Fig. 1: wiring by layer
Drawn at 4 px/um. Only two layers are drawn.
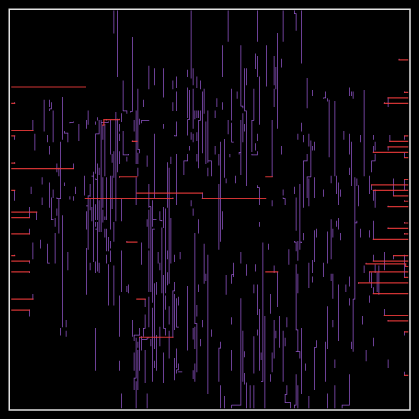
Fig. 2: layout detail
Region (35, 35) to (65, 65) um. Cells in gray, sequential cells in the stronger gray; small squares are vias.
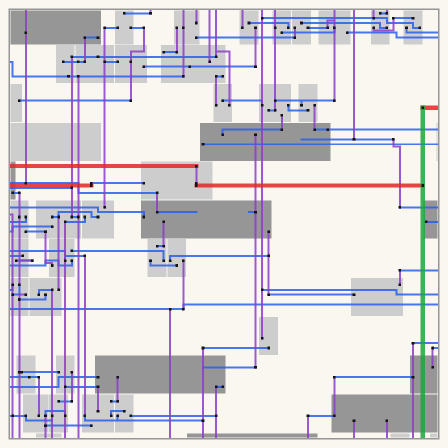
Fig. 3: placed standard cells
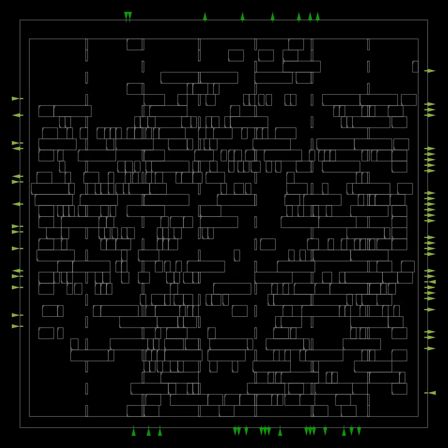
==> src/rtl/ext_neg_pipe.sv <==
`default_nettype none
// ============================================================================
//  Module      : ext_neg_pipe
//  Description : Two-stage pipelined immediate extender / negator with a
//                valid/ready handshake on both sides, a negation-overflow
//                flag, and a saturating overflow event counter.
//                Optional build macro: EXT_NEG_SAT_EN. When it is defined,
//                an overflowing negation outputs the largest positive value
//                instead of the wrapped result.
//  Revision    : 1.0 - initial release
// ============================================================================
module ext_neg_pipe #(
    parameter int IN_W  = 12,
    parameter int OUT_W = 32,
    parameter int CNT_W = 16
) (
    input  logic             clk,
    input  logic             rst,
    input  logic             in_valid,
    output logic             in_ready,
    input  logic [IN_W-1:0]  in_imm,
    input  logic             in_sext,
    input  logic             in_neg,
    output logic             out_valid,
    input  logic             out_ready,
    output logic [OUT_W-1:0] out_data,
    output logic             out_ovf,
    input  logic             cnt_clr,
    output logic [CNT_W-1:0] ovf_cnt
);

    // Most negative OUT_W value: the only input whose negation is not
    // representable.
    localparam logic [OUT_W-1:0] c_min_neg = {1'b1, {(OUT_W-1){1'b0}}};
    // Largest positive OUT_W value, used as the clamped negation result.
    localparam logic [OUT_W-1:0] c_max_pos = {1'b0, {(OUT_W-1){1'b1}}};
    localparam logic [CNT_W-1:0] c_cnt_max = '1;

    // Stage 1: extended operand plus the pending negate request.
    logic             r_s1_full;
    logic [OUT_W-1:0] r_s1_ext;
    logic             r_s1_neg;

    // Stage 2: final result, which is also the output register.
    logic             r_s2_full;
    logic [OUT_W-1:0] r_out_data;
    logic             r_out_ovf;
    logic [CNT_W-1:0] r_ovf_cnt;

    logic             w_s2_adv;
    logic             w_s1_adv;
    logic             w_out_xfer;
    logic [IN_W-1:0]  w_imm_inv;
    logic [OUT_W-1:0] w_ext;
    logic [OUT_W-1:0] w_neg_val;
    logic             w_ovf;
    logic [OUT_W-1:0] w_res;

    // A stage may load when it is empty or when its content moves on in the
    // same edge, so a full pipe streams one beat per cycle with no bubble.
    assign w_s2_adv   = !r_s2_full || out_ready;
    assign w_s1_adv   = !r_s1_full || w_s2_adv;
    assign w_out_xfer = r_s2_full && out_ready;

    assign in_ready  = w_s1_adv;
    assign out_valid = r_s2_full;
    assign out_data  = r_out_data;
    assign out_ovf   = r_out_ovf;
    assign ovf_cnt   = r_ovf_cnt;

    // Sign extension without a zero-width replication: for a negative
    // immediate, complementing the zero-extended complement of the immediate
    // fills every upper bit with ones. This also covers IN_W == OUT_W.
    assign w_imm_inv = ~in_imm;
    assign w_ext     = (in_sext && in_imm[IN_W-1]) ? ~(OUT_W'(w_imm_inv))
                                                   : OUT_W'(in_imm);

    // Two's-complement negation; the most negative value maps onto itself
    // and is reported as overflow.
    assign w_neg_val = ~r_s1_ext + OUT_W'(1);
    assign w_ovf     = r_s1_neg && (r_s1_ext == c_min_neg);

`ifdef EXT_NEG_SAT_EN
    assign w_res = w_ovf ? c_max_pos : (r_s1_neg ? w_neg_val : r_s1_ext);
`else
    assign w_res = r_s1_neg ? w_neg_val : r_s1_ext;
`endif

    // Stage 1 load: capture the extended immediate on an accepted beat.
    always_ff @(posedge clk or posedge rst) begin
        if (rst) begin
            r_s1_full <= 1'b0;
            r_s1_ext  <= '0;
            r_s1_neg  <= 1'b0;
        end else if (w_s1_adv) begin
            r_s1_full <= in_valid;
            if (in_valid) begin
                r_s1_ext <= w_ext;
                r_s1_neg <= in_neg;
            end
        end
    end

    // Stage 2 load: register the negated/overflow-checked result; it holds
    // steady while the consumer stalls.
    always_ff @(posedge clk or posedge rst) begin
        if (rst) begin
            r_s2_full  <= 1'b0;
            r_out_data <= '0;
            r_out_ovf  <= 1'b0;
        end else if (w_s2_adv) begin
            r_s2_full <= r_s1_full;
            if (r_s1_full) begin
                r_out_data <= w_res;
                r_out_ovf  <= w_ovf;
            end
        end
    end

    // Overflow event counter: counts delivered overflow results, saturates
    // at all-ones, and a clear wins over a simultaneous increment.
    always_ff @(posedge clk or posedge rst) begin
        if (rst) begin
            r_ovf_cnt <= '0;
        end else if (cnt_clr) begin
            r_ovf_cnt <= '0;
        end else if (w_out_xfer && r_out_ovf && (r_ovf_cnt != c_cnt_max)) begin
            r_ovf_cnt <= r_ovf_cnt + CNT_W'(1);
        end
    end

endmodule
`default_nettype wire

==> config.mk <==
export PLATFORM = sky130hd
export DESIGN_NAME = ext_neg_pipe
export DESIGN_NICKNAME = d
export VERILOG_FILES = /design/src/rtl/ext_neg_pipe.sv
export SDC_FILE = /design/constraint.sdc
export NUM_CORES = 1
export LEC_CHECK = 0
export ABC_AREA = 1
export CORE_MARGIN = 2
export CORE_UTILIZATION = 30
export CTS_CLUSTER_DIAMETER = 50
export DETAILED_ROUTE_END_ITERATION = 10
export GPL_ROUTABILITY_DRIVEN = 0
export PLACE_DENSITY_LB_ADDON = 0.15
export SYNTH_ARGS = -nofsm -noshare
export SYNTH_HDL_FRONTEND = slang
export SYNTH_SLANG_ARGS = --single-unit
==> constraint.sdc <==
create_clock -name clk -period 2.9 [get_ports clk]
set_input_delay 0.87 -clock clk [delete_from_list [all_inputs] [get_ports clk]]
set_output_delay 0.87 -clock clk [all_outputs]
set_load 0.02 [all_outputs]
==> impl_metrics.tcl <==
# flow metrics
set metrics [dict create \
    status "finished clean" \
    min_period_ps 2660 \
    cp.required_ps 2030 \
    power_top_consumer "sequential cells" \
    ys_seq_share 0.572 \
    grt_start_max_net_pins 64 \
    first_pass_iters 4 \
    fin_area_mm2 0.00371 \
    numPortBuffers 68 \
    dieArea_mm2 0.00997 \
    hold_slack_ps 483 \
    drv_cap 0 \
    rsz0062_at_grt "no" \
    r2r_start "r_s1_ext[0]$_DFFE_PP0P_" \
    final_cell_mix "nand2_1, clkdlybuf4s50_1, dfrtp_1, inv_1, nor2_1" \
    reg2regPathDepth 11 \
    buf_share 0.194 \
    flops 63 \
    grt_use_met1 0.185 \
    cts.sinks 63 \
    register_area_mm2 0.00158 \
    ant_nets 0 \
    worstSetupStartpointType "primary input" \
    place_inst 478 \
    grt_pass1_vias 2039 \
    min-delay-start "out_data[19]$_DFFE_PP0P_" \
    criticalPathCategory "primary input to output pin" \
    ff_type "dfrtp_1" \
    grt_pass1_wl_um 9830 \
    grt.met3_usage 0.0279 \
    cp_cell_sequence "clkdlybuf4s50_1, inv_1, nand3_1, dlygate4sd2_1" \
    setup_viol 0 \
    yosysChipArea_mm2 0.00276 \
    synthCells 311 \
    drc 0 \
    p_per_area_mw_per_mm2 787 \
    leakage_nw 1.76 \
    tns_ps 0 \
    largest_cell_class "sequential cells" \
    fp.dieW_um 99.8 \
    ctsHoldBuffers 0 \
    warning_count 26 \
    final_core_util 0.422 \
    ir_worst_vdd_mv 0.347 \
    fin_crit_sh 0.919 \
    top_area_cell "dfrtp_1" \
]
## Picture notes: Fig. 1
color	layer	wire length
purple	met2	2,570 um
red	met3	301 um
routed len/inst: 12.2 um
routed wire length: 6000 um
GRT Total Usage: 0.126

## Picture notes: Fig. 2
color	layer
red	met3
purple	met2
blue	met1
green	met4
most frequent	nand2_1 (11), dfrtp_1 (5)
cells with their middle in the window	39
sequential cells in the window	5
netlist names of flops here include	out_data (3)

## Picture notes: Fig. 3
non-filler cells in the finished layout: 493
fillers: 905
CORE AREA: 0.00881 mm^2
row cnt: 34
Tap Count: 108

-- critical path, delay by kind of cell --
kind,cells,cell delay [ps]
buffers and inverters,3,850
and+or+nand+nor,1,80
-- kinds of logic after synthesis --
kind of cell    Yosys count  share of synthesized area
simple gates            161                      0.252
flops                    63                      0.572
buf+inv                  49                     0.0849
compound gates           29                     0.0568
fa+ha+maj                 5                     0.0227
xor+xnor                  3                    0.00954
other cells               1                    0.00136
-- layer usage --
metal  routed length [um]  up-vias
met5                    0        -
li1                     -     1086
met4                   91        0
met3                  300       10
met2                 2570       58
met1                 3040      983
-- registers in the layout (all words and copies together) (netlist names) --
name	count
out_data	31
out_valid	1
r_s1_ext	13
r_s1_full	1
ovf_cnt	16
r_s1_neg	1
